## src/rtl/readout_order_gen.sv

```systemverilog
// Readout sequencer: walks every query position in blocked or raster order, reads the
// index memory and streams the returned words through a 2-entry buffer with valid/ready.
module readout_order_gen #(
   parameter int unsigned DATA_WIDTH = 11,
   parameter int unsigned ROW_SIZE   = 26,
   parameter int unsigned COL_SIZE   = 19,
   parameter int unsigned NUM_SPLITS = 2,
   parameter int unsigned BLOCKING   = 4,
   parameter int unsigned ADDR_WIDTH = $clog2(ROW_SIZE*COL_SIZE)
) (
   input  logic                  clk,
   input  logic                  rst,
   input  logic                  start,
   input  logic                  raster_mode,
   output logic                  busy,
   output logic                  done,
   output logic                  mem_ren,
   output logic [ADDR_WIDTH-1:0] mem_raddr,
   input  logic [DATA_WIDTH-1:0] mem_rdata,
   output logic                  out_valid,
   input  logic                  out_ready,
   output logic [DATA_WIDTH-1:0] out_data,
   output logic [ADDR_WIDTH-1:0] out_addr,
   output logic                  out_last
);
   localparam int unsigned SW    = ROW_SIZE / NUM_SPLITS;
   localparam int unsigned NXB   = (SW + BLOCKING - 1) / BLOCKING;
   localparam int unsigned LASTW = SW - (NXB - 1) * BLOCKING;
   localparam int unsigned TOTAL = ROW_SIZE * COL_SIZE;
   localparam int unsigned PX_W  = (NUM_SPLITS > 1) ? $clog2(NUM_SPLITS) : 1;
   localparam int unsigned X_W   = (NXB > 1) ? $clog2(NXB) : 1;
   localparam int unsigned Y_W   = (COL_SIZE > 1) ? $clog2(COL_SIZE) : 1;
   localparam int unsigned XI_W  = (BLOCKING > 1) ? $clog2(BLOCKING) : 1;
   localparam int unsigned CNT_W = $clog2(TOTAL + 1);

   typedef enum logic [1:0] {S_IDLE, S_RUN, S_DRAIN} state_t;

   state_t                r_state, w_state_nxt;
   logic                  r_busy, r_done, r_ren, r_ren_last, r_raster;
   logic [ADDR_WIDTH-1:0] r_raddr;
   logic [PX_W-1:0]       r_px, w_px_n;
   logic [X_W-1:0]        r_x, w_x_n;
   logic [Y_W-1:0]        r_y, w_y_n;
   logic [XI_W-1:0]       r_xi, w_xi_n, w_xi_max;
   logic [ADDR_WIDTH-1:0] r_lin, w_lin_n;
   logic [CNT_W-1:0]      r_issued;
   logic                  r_rv, r_rv_last;
   logic [ADDR_WIDTH-1:0] r_rv_addr;
   logic [DATA_WIDTH-1:0] r_buf_data [2];
   logic [ADDR_WIDTH-1:0] r_buf_addr [2];
   logic [1:0]            r_buf_last;
   logic                  r_wp, r_rp;
   logic [1:0]            r_cnt;
   logic                  w_issue, w_issue_last, w_done_nxt, w_mode, w_credit;
   logic                  w_buf_ne, w_pop, w_buf_pop, w_push;
   logic [ADDR_WIDTH-1:0] w_blk_addr, w_addr;

   // Output side: buffer head, or the returning word bypassed when the buffer is empty
   assign w_buf_ne  = (r_cnt != 2'd0);
   assign out_valid = w_buf_ne | r_rv;
   assign out_data  = w_buf_ne ? r_buf_data[r_rp] : (r_rv ? mem_rdata : '0);
   assign out_addr  = w_buf_ne ? r_buf_addr[r_rp] : (r_rv ? r_rv_addr : '0);
   assign out_last  = w_buf_ne ? r_buf_last[r_rp] : (r_rv & r_rv_last);
   assign w_pop     = out_valid & out_ready;
   assign w_buf_pop = w_buf_ne & out_ready;
   assign w_push    = r_rv & ~(~w_buf_ne & out_ready);

   // Held + returning + requested words, net of this cycle's pop, must stay within 2
   assign w_credit = (3'(r_cnt) + 3'(r_rv) + 3'(r_ren)) < (3'd2 + 3'(w_pop));

   assign busy      = r_busy;
   assign done      = r_done;
   assign mem_ren   = r_ren;
   assign mem_raddr = r_raddr;

   assign w_issue_last = (r_issued == CNT_W'(TOTAL - 1));
   assign w_mode       = (r_state == S_IDLE) ? raster_mode : r_raster;
   assign w_xi_max     = (r_x == X_W'(NXB - 1)) ? XI_W'(LASTW - 1) : XI_W'(BLOCKING - 1);
   assign w_blk_addr   = ADDR_WIDTH'(r_px) * ADDR_WIDTH'(SW)
                       + ADDR_WIDTH'(r_y) * ADDR_WIDTH'(ROW_SIZE)
                       + ADDR_WIDTH'(r_x) * ADDR_WIDTH'(BLOCKING)
                       + ADDR_WIDTH'(r_xi);
   assign w_addr       = r_raster ? r_lin : w_blk_addr;

   // Loop counters: lane innermost, then row, x-block, split
   always_comb begin
      w_px_n  = r_px;
      w_x_n   = r_x;
      w_y_n   = r_y;
      w_xi_n  = r_xi;
      w_lin_n = (r_lin == ADDR_WIDTH'(TOTAL - 1)) ? '0 : r_lin + ADDR_WIDTH'(1);
      if (r_xi != w_xi_max) begin
         w_xi_n = r_xi + XI_W'(1);
      end else begin
         w_xi_n = '0;
         if (r_y != Y_W'(COL_SIZE - 1)) begin
            w_y_n = r_y + Y_W'(1);
         end else begin
            w_y_n = '0;
            if (r_x != X_W'(NXB - 1)) begin
               w_x_n = r_x + X_W'(1);
            end else begin
               w_x_n  = '0;
               w_px_n = (r_px == PX_W'(NUM_SPLITS - 1)) ? '0 : r_px + PX_W'(1);
            end
         end
      end
   end

   // Next-state logic; the accepted start also issues the first read
   always_comb begin
      w_state_nxt = r_state;
      w_issue     = 1'b0;
      w_done_nxt  = 1'b0;
      case (r_state)
         S_IDLE: begin
            if (start) begin
               w_issue     = 1'b1;
               w_state_nxt = w_issue_last ? S_DRAIN : S_RUN;
            end
         end
         S_RUN: begin
            if (w_credit) begin
               w_issue = 1'b1;
               if (w_issue_last) w_state_nxt = S_DRAIN;
            end
         end
         S_DRAIN: begin
            if (w_pop && out_last) begin
               w_state_nxt = S_IDLE;
               w_done_nxt  = 1'b1;
            end
         end
         default: w_state_nxt = S_IDLE;
      endcase
   end

   always_ff @(posedge clk) begin
      if (rst) r_state <= S_IDLE;
      else     r_state <= w_state_nxt;
   end

   always_ff @(posedge clk) begin
      if (rst) begin
         r_busy     <= 1'b0;
         r_done     <= 1'b0;
         r_ren      <= 1'b0;
         r_ren_last <= 1'b0;
         r_raddr    <= '0;
         r_raster   <= 1'b0;
         r_px       <= '0;
         r_x        <= '0;
         r_y        <= '0;
         r_xi       <= '0;
         r_lin      <= '0;
         r_issued   <= '0;
         r_rv       <= 1'b0;
         r_rv_addr  <= '0;
         r_rv_last  <= 1'b0;
         r_buf_last <= '0;
         r_wp       <= 1'b0;
         r_rp       <= 1'b0;
         r_cnt      <= '0;
         for (int i = 0; i < 2; i++) begin
            r_buf_data[i] <= '0;
            r_buf_addr[i] <= '0;
         end
      end else begin
         r_busy     <= (w_state_nxt != S_IDLE);
         r_done     <= w_done_nxt;
         r_ren      <= w_issue;
         r_ren_last <= w_issue & w_issue_last;
         if (r_state == S_IDLE && start) r_raster <= raster_mode;
         if (w_issue) begin
            r_raddr  <= w_addr;
            r_issued <= w_issue_last ? '0 : r_issued + CNT_W'(1);
            if (w_mode) begin
               r_lin <= w_lin_n;
            end else begin
               r_px <= w_px_n;
               r_x  <= w_x_n;
               r_y  <= w_y_n;
               r_xi <= w_xi_n;
            end
         end
         r_rv      <= r_ren;
         r_rv_addr <= r_raddr;
         r_rv_last <= r_ren_last;
         if (w_push) begin
            r_buf_data[r_wp] <= mem_rdata;
            r_buf_addr[r_wp] <= r_rv_addr;
            r_buf_last[r_wp] <= r_rv_last;
            r_wp             <= ~r_wp;
         end
         if (w_buf_pop) r_rp <= ~r_rp;
         r_cnt <= r_cnt + 2'(w_push) - 2'(w_buf_pop);
      end
   end
endmodule

```

## config.mk

```make
export PLATFORM = sky130hd
export DESIGN_NAME = readout_order_gen
export DESIGN_NICKNAME = d
export VERILOG_FILES = /design/src/rtl/readout_order_gen.sv
export SDC_FILE = /design/constraint.sdc
export NUM_CORES = 1
export LEC_CHECK = 0
export ABC_AREA = 1
export CAP_MARGIN = 10
export CORE_ASPECT_RATIO = 0.8
export CORE_MARGIN = 4
export CORE_UTILIZATION = 58
export DETAILED_ROUTE_END_ITERATION = 12
export GPL_ROUTABILITY_DRIVEN = 0
export PLACE_DENSITY_LB_ADDON = 0.08
export SYNTH_ARGS = -nofsm -noshare
export SYNTH_HDL_FRONTEND = slang
export SYNTH_SLANG_ARGS = --single-unit
```

## constraint.sdc

```tcl
create_clock -name clk -period 2.8 [get_ports clk]
set_clock_uncertainty 0.05 [all_clocks]
set_input_delay 0.56 -clock clk [delete_from_list [all_inputs] [get_ports clk]]
set_output_delay 0.56 -clock clk [all_outputs]
set_load 0.005 [all_outputs]
```

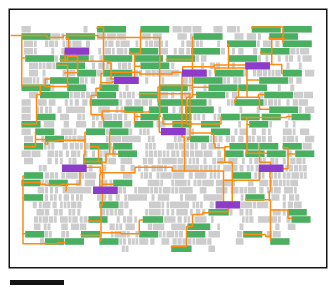
Figure 1: run 1, clock distribution.
The bar under the picture is 20 um long.
- purple: cells driving clock nets (count 9)
- orange: clock wires (length 1260 um)
- green: flip-flops (count 102)
- routed clock nets: 10
- flops lie: all over the die
clock group total power: 1.23 mW
latest clock arrival within the worst-skew pair: 0.35 ns
fraction of power consumed by the clock network: 31.9%

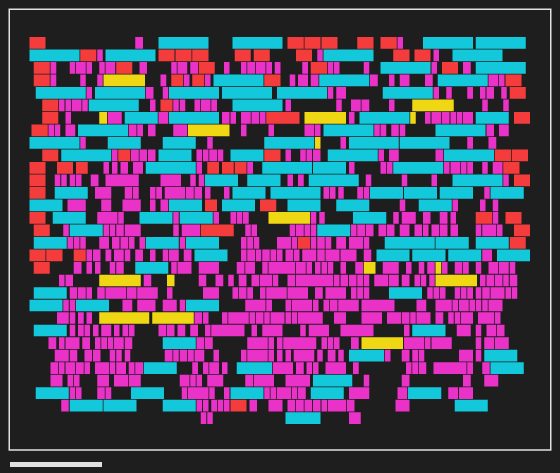
Figure 2: run 1, placement by cell class.
The bar under the picture is 20 um long.
- magenta: all other logic (cells 558)
- yellow: clock drivers and dummy loads (cells 16)
- red: other buffers and delay cells (cells 62)
- cyan: flip-flops (cells 102)
site row count: 31
Placeable Area: 0.00919 sq mm
share of cell area taken by flip-flops and latches: 37.7%
final core utilization: 70.7%
post-route cell area: 0.00649 sq mm

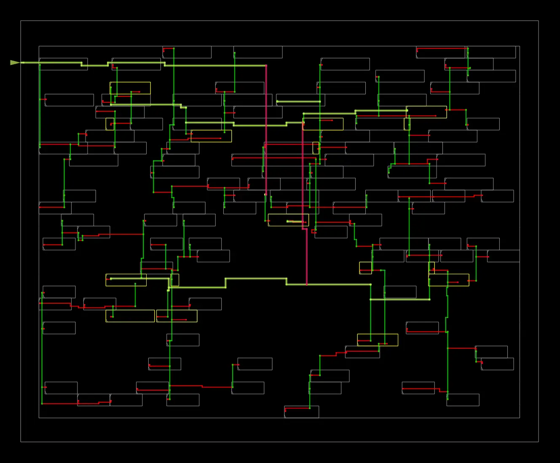
Figure 3: run 1, clock nets.
number of flip-flops and latches: 102
# clk buffers: 12
clock sink count: 102
clock buffer count from CTS: 9

==> summary.rpt, run 1 <==
PHYSICAL IMPLEMENTATION REPORT
----------------------------------------------------
[Drt]
  # DRC ........................ 0
  Routed wire per std cell ........................ 14.6 um
  Max Used Layer ........................ met4
  Number of DRC markers in iteration 0 ........................ a little over 400
  Iteration tally of the first detailed-router pass ........................ 5
  Vias after detailed routing ........................ about 4700
  Met1 Wirelength ........................ between 5000 and 6000 um
  Number of nets with antenna violations after detailed routing ........................ 0
  Wire length on met2 ........................ 5830 um
  Met3 WL post-DR ........................ 785 um
  Routed vias/inst ........................ 5.49

[GRT]
  Total global routing track utilization ........................ 23.0%
  Met1 usage in global routing ........................ a little under a third
  Busiest grt layer ........................ met2
  Global-route wire length before repair ........................ roughly 21000 um
  Remaining global-route overflow ........................ 0
  Number of global-route vias before repair ........................ between 4000 and 5000
  Antenna violations before repair ........................ 0
  Largest net degree at the start of global routing ........................ a little over 50

[Floorplan]
  Die Y-Extent ........................ 95.5 um
  Number of well taps ........................ about 120
  Starting utilization of the core area ........................ 60.4%
  Horiz. Die Dim ........................ between 100 and 150 um

[Cells and area]
  Share of layout cells above drive strength 1 ........................ 10.3%
  Share of final layout cell area taken by non-clock buffers ........................ under 10%
  Multi-input combinational area share ........................ about two fifths
  Fill count ........................ 722
  Logic cell area ........................ 0.00262 sq mm
  Top Layout Cells ........................ nor2_1 (103), nand2_1 (99), inv_1 (96)
  Total number of nets in the final design ........................ 783
  Signal buffers ........................ ~62
  Cell kind with the greatest summed area ........................ combinational gates
  Ant. Diodes ........................ 0
  Mi-comb count ........................ roughly 460
  Signal inverters ........................ roughly 100

[Worst setup path]
  Worst Setup Start Kind ........................ flop
  Slowest-stage cell, CP ........................ clkdlybuf4s50_1
  Crit path DAT ........................ around 2.1 ns
  Slowest Stage Delay on Critical Path ........................ about 0.54 ns
  Crit. End Element ........................ output pin
  Critical path type ........................ flop to output pin

[Power and ir drop]
  Reported combinational group power ........................ between 0.9 and 1 mW
  Cell Int Power ........................ between 2 and 3 mW
  Leak Pwr ........................ about 2.8 nW
  Sw Share ........................ about 29%
  Power density cells ........................ between 500 and 600 mW/mm^2
  Proportion of power drawn by flip-flops and latches ........................ between 40 and 50%
  Largest Pwr Group ........................ registers
  Switching power ........................ between 1 and 1.5 mW

[Synth]
  Syn_area_per_cell ........................ roughly 8.1 sq um
  Cell Type Count ........................ 37
  Top logic cell family in the synthesized netlist ........................ simple AND/OR/NAND/NOR gates
  Fraction of synthesized area in multiplexers ........................ 0.541%
  Synth top area share ........................ between 20% and 30%
  Post-Synthesis Net Count ........................ about 740
  XOR/XNOR share of the synthesized area ........................ 3.00%
  Cells after Synth ........................ just under 700
  Number of flops mapped to enable cells by yosys ........................ roughly 40
  Sequential fraction of the synthesis area ........................ between 40% and 50%
  Post-synthesis instance area ........................ between 0.005 and 0.006 sq mm
  Warnings, synthesis ........................ 0
  Library cell occupying the most area in the post-synthesis netlist ........................ dfxtp_1
  Dominant cell by count in the synthesized netlist ........................ nor2_1
  Cell area leaders ........................ dfxtp_1 (22%), edfxtp_1 (22%), nor2_1 (7.1%), nand2_1 (6.7%), inv_1 (6.6%)
  Dominant register cell ........................ dfxtp_1
  Synth Area in Simple Gates ........................ between 20% and 30%
  Fraction of synthesis flops using an asynchronous set or reset pin ........................ 0%
  Top cells by count ........................ nor2_1 (105), nand2_1 (99), inv_1 (97)

[Flow run]
  Number of maximum-capacitance violations ........................ 0

[STA]
  Tmin final ........................ ~2.7 ns
  Setup_tns ........................ 0 ns
  Achievable frequency ........................ approximately 370 MHz
  Count of endpoints failing hold in the final timing report ........................ 0
  Ratio of final minimum period to clock period ........................ between 90% and 100%
  Least-Margin Pin Slew ........................ 0.584 ns
  Max-slew violation total from the final report ........................ 0

[Clock tree]
  CTS Hold Bufs ........................ 0
  CTS tree ........................ built
  Post-CTS Repair Setup Buffers ........................ 0
  Depth of the CTS H-tree ........................ 3
  Number of gates resized after CTS ........................ 0

[Run status]
  Result of the run ........................ finished, final reports clean

[Placement]
  Detailed placement HPWL ........................ 8660 um
  Input/output buffers ........................ slightly below 50
  Placed Instance Area ........................ roughly 0.006 sq mm

[Worst hold path]
  Type of the tightest min-delay check ........................ flop to flop

----------------------------------------------------
## run 1: final timing paths
check	slack, ns	depth (start not counted)	start	endpoint
worst min-delay path	0.35	2	r_ren_last$_SDFF_PP0_	r_rv_last$_SDFF_PP0_
worst max register to register	0.18	15	r_y[0]$_SDFFE_PP0P_	mem_raddr[6]$_SDFFE_PP0P_
worst max-delay path	0.13	6	r_cnt[1]$_SDFF_PP0_	out_data[9]
worst min register to register	0.35	2	r_ren_last$_SDFF_PP0_	r_rv_last$_SDFF_PP0_
## run 1: worst max-delay path, delay by kind of cell (launching register included)
family                 cells  cell delay, ns
AND/OR/NAND/NOR            1            0.10
flip-flops                 1            0.45
AND-OR/OR-AND              2            0.30
buffers and inverters      3            0.86
## run 1: state kept, by name, indices dropped and copies added (netlist names), 2 cells and up, named ones only
| signal | flops |
|---|---|
| mem_raddr | 9 |
| r_buf_addr | 18 |
| r_rv_addr | 9 |
| r_x | 2 |
| r_buf_data | 22 |
| r_xi | 2 |
| r_cnt | 2 |
| r_issued | 9 |
| r_lin | 9 |
| r_buf_last | 2 |
| r_state | 2 |
| r_y | 5 |
## run 1: metrics by stage
| step | hold slack, ns | power, mW | setup WS (ns) | instances | util, % |
|---|---|---|---|---|---|
| 2_1_floorplan | 0.338 | 2.24 | 0.286 | 686 | - |
| 3_3_place_gp | 0.346 | 2.64 | 0.155 | 837 | 67.2 |
| 3_5_place_dp | 0.348 | 2.66 | 0.0619 | 837 | 67.2 |
| 4_1_cts | 0.356 | 3.90 | 0.0211 | 853 | 70.3 |
| 5_1_grt | 0.379 | 4.07 | 0.00179 | 853 | 70.7 |
| 6_report | 0.354 | 3.87 | 0.132 | 853 | 70.7 |
==> run 2: changes to the inputs <==
--- a/config.mk
+++ b/config.mk
@@ -7,12 +7,15 @@
 export LEC_CHECK = 0
 export ABC_AREA = 1
 export CAP_MARGIN = 10
+export CELL_PAD_IN_SITES_DETAIL_PLACEMENT = 2
+export CELL_PAD_IN_SITES_GLOBAL_PLACEMENT = 2
 export CORE_ASPECT_RATIO = 0.8
 export CORE_MARGIN = 4
-export CORE_UTILIZATION = 58
+export CORE_UTILIZATION = 35
 export DETAILED_ROUTE_END_ITERATION = 12
 export GPL_ROUTABILITY_DRIVEN = 0
 export PLACE_DENSITY_LB_ADDON = 0.08
+export SLEW_MARGIN = 5
 export SYNTH_ARGS = -nofsm -noshare
 export SYNTH_HDL_FRONTEND = slang
 export SYNTH_SLANG_ARGS = --single-unit
==> run 2 against run 1 <==
Net effect: cell count rose by 11%; combinational power rose by 8%; sequential share of layout area decreased by 0.90 points; worst setup slack better by 0.0015 ns.
==> summary.rpt, run 2 <==
PHYSICAL IMPLEMENTATION REPORT
----------------------------------------------------
[Cells and area]
  Flip-flop count of the largest register, all copies and words added ........................ 22 (unchanged)
  Share of layout cells above drive strength 1 ........................ 11.3% (+1.0 points)
  Fill count ........................ 1714 (+140%)
  Total number of nets in the final design ........................ 786 (+0.38%)
  Largest registers in the final layout ........................ r_buf_data (22), r_buf_addr (18)
  Top Layout Cells ........................ nor2_1 (104), nand2_1 (99), inv_1 (95)
  Non-filler cells in the finished layout ........................ 951 (+11%)
  Final core utilization ........................ 43.6% (-27 points)
  Ant. Diodes ........................ 0 (unchanged)
  Post-route cell area ........................ 0.00666 sq mm (+2.5%)
  Top register by number of flip-flops ........................ r_buf_data

[Drt]
  Number of nets with antenna violations after detailed routing ........................ 0 (unchanged)
  # DRC ........................ 0 (unchanged)
  Iteration tally of the first detailed-router pass ........................ 4 (-1)
  Routed wire per std cell ........................ 17.4 um (+19%)
  Vias after detailed routing ........................ 4742 (+1.2%)
  Routed vias/inst ........................ 4.99 (-9.2%)
  Number of DRC markers in iteration 0 ........................ 177 (-57%)

[Worst setup path]
  Crit path DAT ........................ 2.06 ns (about the same)
  Crit. End Element ........................ output pin
  Critical path type ........................ flop to output pin
  Worst Setup Start Kind ........................ flop
  FF-to-FF path depth ........................ 13 (-2)

[Synth]
  Post-Synthesis Net Count ........................ 736 (unchanged)
  Warnings, synthesis ........................ 0 (unchanged)
  Library cell occupying the most area in the post-synthesis netlist ........................ dfxtp_1
  Number of flops mapped to enable cells by yosys ........................ 40 (unchanged)
  Syn_area_per_cell ........................ 8.10 sq um (unchanged)
  Cells after Synth ........................ 686 (unchanged)
  Synth top area share ........................ 22.3% (unchanged)
  Total of flip-flops plus latches after synthesis ........................ around 100
  Dominant cell by count in the synthesized netlist ........................ nor2_1
  Fraction of synthesis flops using an asynchronous set or reset pin ........................ 0% (unchanged)
  Dominant register cell ........................ dfxtp_1
  Top cells by count ........................ nor2_1 (105), nand2_1 (99), inv_1 (97)
  Cell area leaders ........................ dfxtp_1 (22%), edfxtp_1 (22%), nor2_1 (7.1%), nand2_1 (6.7%), inv_1 (6.6%)
  Post-synthesis instance area ........................ 0.00556 sq mm (unchanged)
  Cell Type Count ........................ 37 (unchanged)
  Sequential fraction of the synthesis area ........................ 44.0% (unchanged)

[Power and ir drop]
  Largest Pwr Group ........................ registers
  Sw Share ........................ 30.6% (+1.5 points)
  Leak Pwr ........................ 2.78 nW (+0.43%)
  Reported combinational group power ........................ 1.00 mW (+8%)
  Power consumption ........................ 3.98 mW (+3.1%)
  Fraction of power consumed by the clock network ........................ 31.9% (about the same)
  Switching power ........................ 1.22 mW (+8.4%)
  Cell Int Power ........................ 2.77 mW (+0.90%)
  Proportion of power drawn by flip-flops and latches ........................ 42.9% (-1.2 points)
  Power density cells ........................ 598 mW/mm^2 (+0.51%)

[Clock tree]
  Latest clock arrival within the worst-skew pair ........................ 0.35 ns (about the same)
  CTS tree ........................ built
  Clock sink count ........................ 102 (unchanged)
  Clock buffer count from CTS ........................ 9 (unchanged)
  Depth of the CTS H-tree ........................ 3 (unchanged)
  CTS Hold Bufs ........................ 0 (unchanged)

[Floorplan]
  Starting utilization of the core area ........................ 36.4% (-24 points)
  Placeable Area ........................ 0.0153 sq mm (+66%)
  Horiz. Die Dim ........................ 149 um (+27%)
  Die Y-Extent ........................ 121 um (+26%)
  Site row count ........................ 40 (+29%)

[STA]
  Worst Hold Slack ........................ 0.373 ns (+0.0191 ns)
  Number of endpoints failing setup at the final stage ........................ 0
  Setup_tns ........................ 0 ns (unchanged)
  Max-slew violation total from the final report ........................ 0 (unchanged)
  Tmin final ........................ 2.67 ns (-0.00149 ns)
  Count of endpoints failing hold in the final timing report ........................ 0 (unchanged)
  Ratio of final minimum period to clock period ........................ 95.2% (about the same)
  Least-Margin Pin Slew ........................ 0.625 ns (+0.0403 ns)
  Crit path setup slack, layout ........................ 0.134 ns (+0.00149 ns)
  Achievable frequency ........................ 375 MHz (about the same)

[Run status]
  Result of the run ........................ finished, final reports clean

[Placement]
  Input/output buffers ........................ 49 (unchanged)
  Placed Instance Area ........................ 0.00631 sq mm (+2.1%)
  Number of placed cells counting well taps ........................ 935 (+12%)
  Worst setup slack after placement ........................ -0.0535 ns (-0.115 ns)
  Detailed placement HPWL ........................ 12100 um (+40%)

[GRT]
  Remaining global-route overflow ........................ 0 (unchanged)
  Largest net degree at the start of global routing ........................ 35 (-31%)
  Antenna violations before repair ........................ 0 (unchanged)
  Global-route wire length before repair ........................ 27100 um (+30%)
  Number of global-route vias before repair ........................ 5218 (+15%)
  Total global routing track utilization ........................ 18.8% (-4.2 points)

[Flow run]
  Number of maximum-capacitance violations ........................ 0 (unchanged)

[Worst hold path]
  Hold Path Depth ........................ 2 (unchanged)
  Type of the tightest min-delay check ........................ flop to flop

----------------------------------------------------
[run 2: cell count changes in the layout (fill, tap and decap cells not counted), sizes merged]
| cell | previous run | this run |
|---|---|---|
| inv | 101 | 103 |
| clkbuf | 12 | 11 |
| buf | 13 | 16 |
| clkinvlp | 1 | 0 |
[run 2: per-layer routing]
layer,track usage (%),part of all wire (%)
met1,24.8,48
met2,32.6,50
met3,3.37,1.7
met4,3.54,0.86
met5,0,0
[run 2: path summary, 6_finish.rpt]
path / slack, ns / start / endpoint
worst max-delay path: 0.13 / r_cnt[1]$_SDFF_PP0_ / out_last
worst min-delay path: 0.37 / r_ren_last$_SDFF_PP0_ / r_rv_last$_SDFF_PP0_
worst max register to register: 0.14 / r_y[3]$_SDFFE_PP0P_ / mem_raddr[8]$_SDFFE_PP0P_
worst min register to register: 0.37 / r_ren_last$_SDFF_PP0_ / r_rv_last$_SDFF_PP0_
[run 2: area by class of cell]
cell class / count / area (sq um) / share of cell area (%)
clock buffer: 11 / 233 / 3.49
timing repair buffer: 65 / 623 / 9.36
inverter: 102 / 383 / 5.75
multi-input combinational: 456 / 2650 / 39.8
clock inverter: 5 / 57.6 / 0.864
tap: 210 / 263 / 3.95
sequential: 102 / 2450 / 36.8
[run 2: kinds of logic after synthesis]
group           synth area share, %
mux                           0.541
xor+xnor                       3.00
flops                          44.0
compound gates                 10.7
simple gates                   24.1
fa+ha+maj                      8.47
buf+inv                        9.30
[run 2: timing repair]
item	CTS	global route
pin swaps	0	2
buffers inserted	0	0
endpoints found under the setup margin	3	6
gates resized	3	16
[run 2: critical path, cell delays in order, from the launching register on]
cell	delay, ns
dfxtp_2	0.36
nor2_4	0.20
nand2_1	0.07
buf_4	0.22
o22ai_1	0.28
clkdlybuf4s50_1	0.57
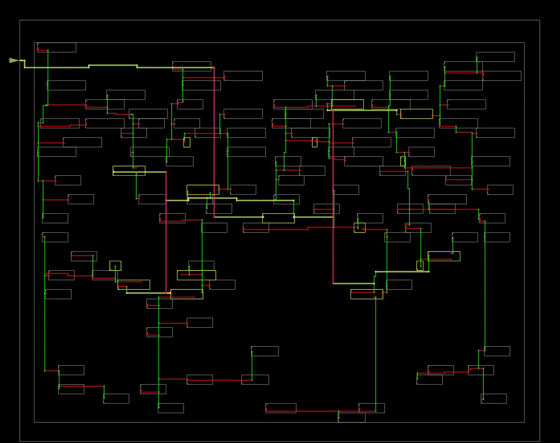
Figure 4: run 2, clock nets.
# clk buffers: 11
clock group total power: 1.27 mW

==> run 3: changes to the inputs <==
--- a/config.mk
+++ b/config.mk
@@ -5,16 +5,16 @@
 export SDC_FILE = /design/constraint.sdc
 export NUM_CORES = 1
 export LEC_CHECK = 0
-export ABC_AREA = 1
 export CAP_MARGIN = 10
 export CELL_PAD_IN_SITES_DETAIL_PLACEMENT = 2
 export CELL_PAD_IN_SITES_GLOBAL_PLACEMENT = 2
 export CORE_ASPECT_RATIO = 0.8
 export CORE_MARGIN = 4
-export CORE_UTILIZATION = 35
+export CORE_UTILIZATION = 37
 export DETAILED_ROUTE_END_ITERATION = 12
 export GPL_ROUTABILITY_DRIVEN = 0
 export PLACE_DENSITY_LB_ADDON = 0.08
+export REMOVE_ABC_BUFFERS = 1
 export SLEW_MARGIN = 5
 export SYNTH_ARGS = -nofsm -noshare
 export SYNTH_HDL_FRONTEND = slang
==> run 3 against run 2 <==
Net effect: the flow now finishes with violations (negative setup slack); non-clock buffer count rose by 26; area after synthesis fell by 5.1%; hold slack improved by 0.025 ns; register-to-register slack got worse by 0.15 ns; global-route usage rose by 0.30 points; critical endpoint is now mem_raddr[6]$_SDFFE_PP0P_.
==> summary.rpt, run 3 <==
PHYSICAL IMPLEMENTATION REPORT
----------------------------------------------------
[Run status]
  Result of the run ........................ finished with violations
  Violations in the final reports ........................ negative setup slack

[GRT]
  Remaining global-route overflow ........................ 0 (unchanged)
  Met3 layer usage reported by global route ........................ 3.33% (-0.046 points)
  Met1 usage in global routing ........................ 24.9% (+0.15 points)
  Number of global-route vias before repair ........................ 4743 (-9.1%)
  Global-route wire length before repair ........................ 24500 um (-9.6%)
  Largest net degree at the start of global routing ........................ 32 (-8.6%)
  Busiest grt layer ........................ met2
  Fraction of met2 tracks used by global routing ........................ 33.3% (+0.68 points)

[Cells and area]
  Flip-flop count of the largest register, all copies and words added ........................ 22 (unchanged)
  Non-filler cells in the finished layout ........................ 791 (-17%)
  Register area ........................ 0.00245 sq mm (about the same)
  Logic cell area ........................ 0.00275 sq mm (+3.8%)
  Final core utilization ........................ 48.3% (+4.7 points)
  Post-route cell area ........................ 0.00664 sq mm (-0.34%)
  Share of layout cells above drive strength 1 ........................ 15.9% (+4.5 points)
  Ant. Diodes ........................ 0 (unchanged)
  Fill count ........................ 1425 (-17%)
  Total number of nets in the final design ........................ 656 (-17%)
  Top Layout Cells ........................ dfxtp_1 (57), clkdlybuf4s50_1 (48), and2_1 (42)

[Worst setup path]
  Dominant delay contributor by cell family on the critical path ........................ adder cells
  Crit path DAT ........................ 3.02 ns (+0.96 ns)
  Critical path type ........................ flop to flop
  Slowest-stage cell, CP ........................ fa_2
  Startpoint of the worst register-to-register path ........................ r_y[1]$_SDFFE_PP0P_
  Worst path depth ........................ 10 (+5)
  FF-to-FF End ........................ mem_raddr[6]$_SDFFE_PP0P_
  Crit path capture ........................ mem_raddr[6]$_SDFFE_PP0P_
  Crit. End Element ........................ flop
  Register-to-register setup slack ........................ -0.01 ns (-0.15 ns)
  Slowest Stage Delay on Critical Path ........................ 0.56 ns (about the same)
  Worst Setup Start Kind ........................ flop
  Most numerous cell on the critical path ........................ fa_2
  FF-to-FF path depth ........................ 10 (-3)

[Synth]
  Cell Type Count ........................ 51 (+38%)
  Warnings, synthesis ........................ 0 (unchanged)
  Top cells by count ........................ dfxtp_1 (62), and2_1 (42), edfxtp_1 (40)
  Dominant register cell ........................ dfxtp_1
  Dominant cell by count in the synthesized netlist ........................ dfxtp_1
  Sequential fraction of the synthesis area ........................ 46.3% (+2.3 points)
  Cell area leaders ........................ dfxtp_1 (24%), edfxtp_1 (23%), ha_1 (6.6%), mux2i_1 (6.1%), and2_1 (5.0%)
  Syn_area_per_cell ........................ 9.93 sq um (+23%)
  Number of flops mapped to enable cells by yosys ........................ 40 (unchanged)
  Synth top area share ........................ 23.5% (+1.2 points)
  Cells after Synth ........................ 531 (-23%)
  Post-synthesis instance area ........................ 0.00527 sq mm (-5.1%)
  Total of flip-flops plus latches after synthesis ........................ 102 (unchanged)

[Power and ir drop]
  Proportion of power drawn by flip-flops and latches ........................ 43.6% (+0.7 points)
  Cell Int Power ........................ 2.75 mW (-0.57%)
  Power consumption ........................ 3.94 mW (-1.1%)
  Fraction of power consumed by the clock network ........................ 29.9% (-2.0 points)
  Sw Share ........................ 30.2% (-0.39 points)

[STA]
  Crit path setup slack, layout ........................ -0.0139 ns (-0.148 ns)
  Ratio of final minimum period to clock period ........................ 100% (+5.3 points)
  Worst Hold Slack ........................ 0.399 ns (+0.0254 ns)
  Number of endpoints failing setup at the final stage ........................ 1 (+1)
  Count of endpoints failing hold in the final timing report ........................ 0 (unchanged)
  Max-slew violation total from the final report ........................ 0 (unchanged)
  Achievable frequency ........................ 355 MHz (-5.2%)
  Tmin final ........................ 2.81 ns (+0.148 ns)

[Drt]
  Max Used Layer ........................ met4
  Wire length on met2 ........................ 7310 um (-11%)
  Routed vias/inst ........................ 5.29 (+6.1%)
  Met1 Wirelength ........................ 6820 um (-14%)
  # DRC ........................ 0 (unchanged)
  Iteration tally of the first detailed-router pass ........................ 4 (unchanged)

[Placement]
  Input/output buffers ........................ 49 (unchanged)
  Worst setup slack after placement ........................ -0.197 ns (-0.143 ns)
  Number of placed cells counting well taps ........................ 774 (-17%)
  Detailed placement HPWL ........................ 10400 um (-14%)
  Placed Instance Area ........................ 0.00621 sq mm (-1.5%)

[Clock tree]
  CTS tree ........................ built
  Number of gates resized after CTS ........................ 16 (+13)
  Depth of the CTS H-tree ........................ 3 (unchanged)
  CTS Hold Bufs ........................ 0 (unchanged)
  Latest clock arrival within the worst-skew pair ........................ 0.35 ns (about the same)
  Clock buffer count from CTS ........................ 9 (unchanged)
  Clock sink count ........................ 102 (unchanged)

[Flow run]
  Number of maximum-capacitance violations ........................ 0 (unchanged)

[Worst hold path]
  Type of the tightest min-delay check ........................ flop to flop
  Startpoint of the tightest hold check path ........................ r_ren_last$_SDFF_PP0_

----------------------------------------------------
[run 3: cell types whose count changed after synthesis, moves of 9 or more]
cell,before,now
nand2_1,99,24
nor2_1,105,37
inv_1,97,31
and2_1,0,42
mux2i_1,3,32
o22ai_1,22,1
nand3_1,46,29
a21oi_1,33,19
xnor2_1,4,18
nor2b_1,0,13
nand2_2,11,0
xor2_1,15,6
[run 3: power groups by stage]
stage	sequential, mW	clock, mW	combinational [mW]
2_1_floorplan	1.77	0	0.443
3_3_place_gp	1.74	0	0.990
4_1_cts	1.72	1.22	1.04
5_1_grt	1.74	1.28	1.16
6_report	1.72	1.18	1.04
3_5_place_dp	1.75	0	1.02
[run 3: layout make-up]
| type | count | area share [%] |
|---|---|---|
| multi-input combinational | 371 | 41.4 |
| sequential | 102 | 36.9 |
| timing repair buffer | 91 | 12.4 |
| clock buffer | 9 | 3.39 |
| tap | 180 | 3.39 |
| inverter | 31 | 1.75 |
| clock inverter | 7 | 0.735 |
[run 3: worst min-delay path by stage]
stage                     slack (ns)              endpoint
after detailed placement        0.38  r_rv_last$_SDFF_PP0_
after global routing            0.41  r_rv_last$_SDFF_PP0_
after CTS                       0.40  r_rv_last$_SDFF_PP0_
after global placement          0.38  r_rv_last$_SDFF_PP0_
final                           0.40  r_rv_last$_SDFF_PP0_
after floorplan                 0.36  r_rv_last$_SDFF_PP0_
[run 3: cell families (layout without fill, tap and decap cells)]
family / after synthesis / in the layout / synth area share [%]
compound gates: 85 / 85 / 9.89
xor+xnor: 25 / 25 / 4.41
fa+ha+maj: 34 / 34 / 8.92
buf+inv: 58 / 138 / 4.20
flops: 102 / 102 / 46.3
mux: 33 / 33 / 6.29
simple gates: 194 / 194 / 20.0
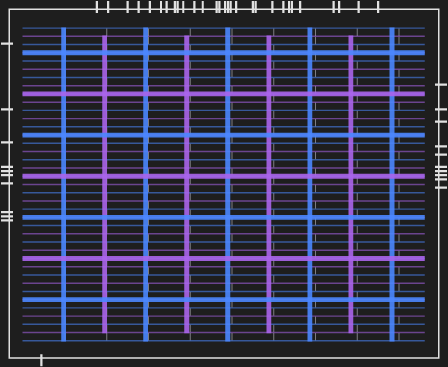
Figure 5: run 3, power grid.
Pins as bars on the die edge. Tap cells in grey.
- blue: VSS
- purple: VDD
- tap cells: 180
- met1 rails: 39
- met5 straps: 7
Horiz. Die Dim: 141 um
Max IR drop VDD: 447 uV
Placeable Area: 0.0137 sq mm

Power figures rest on the tool's default switching activity, not on a simulated workload.
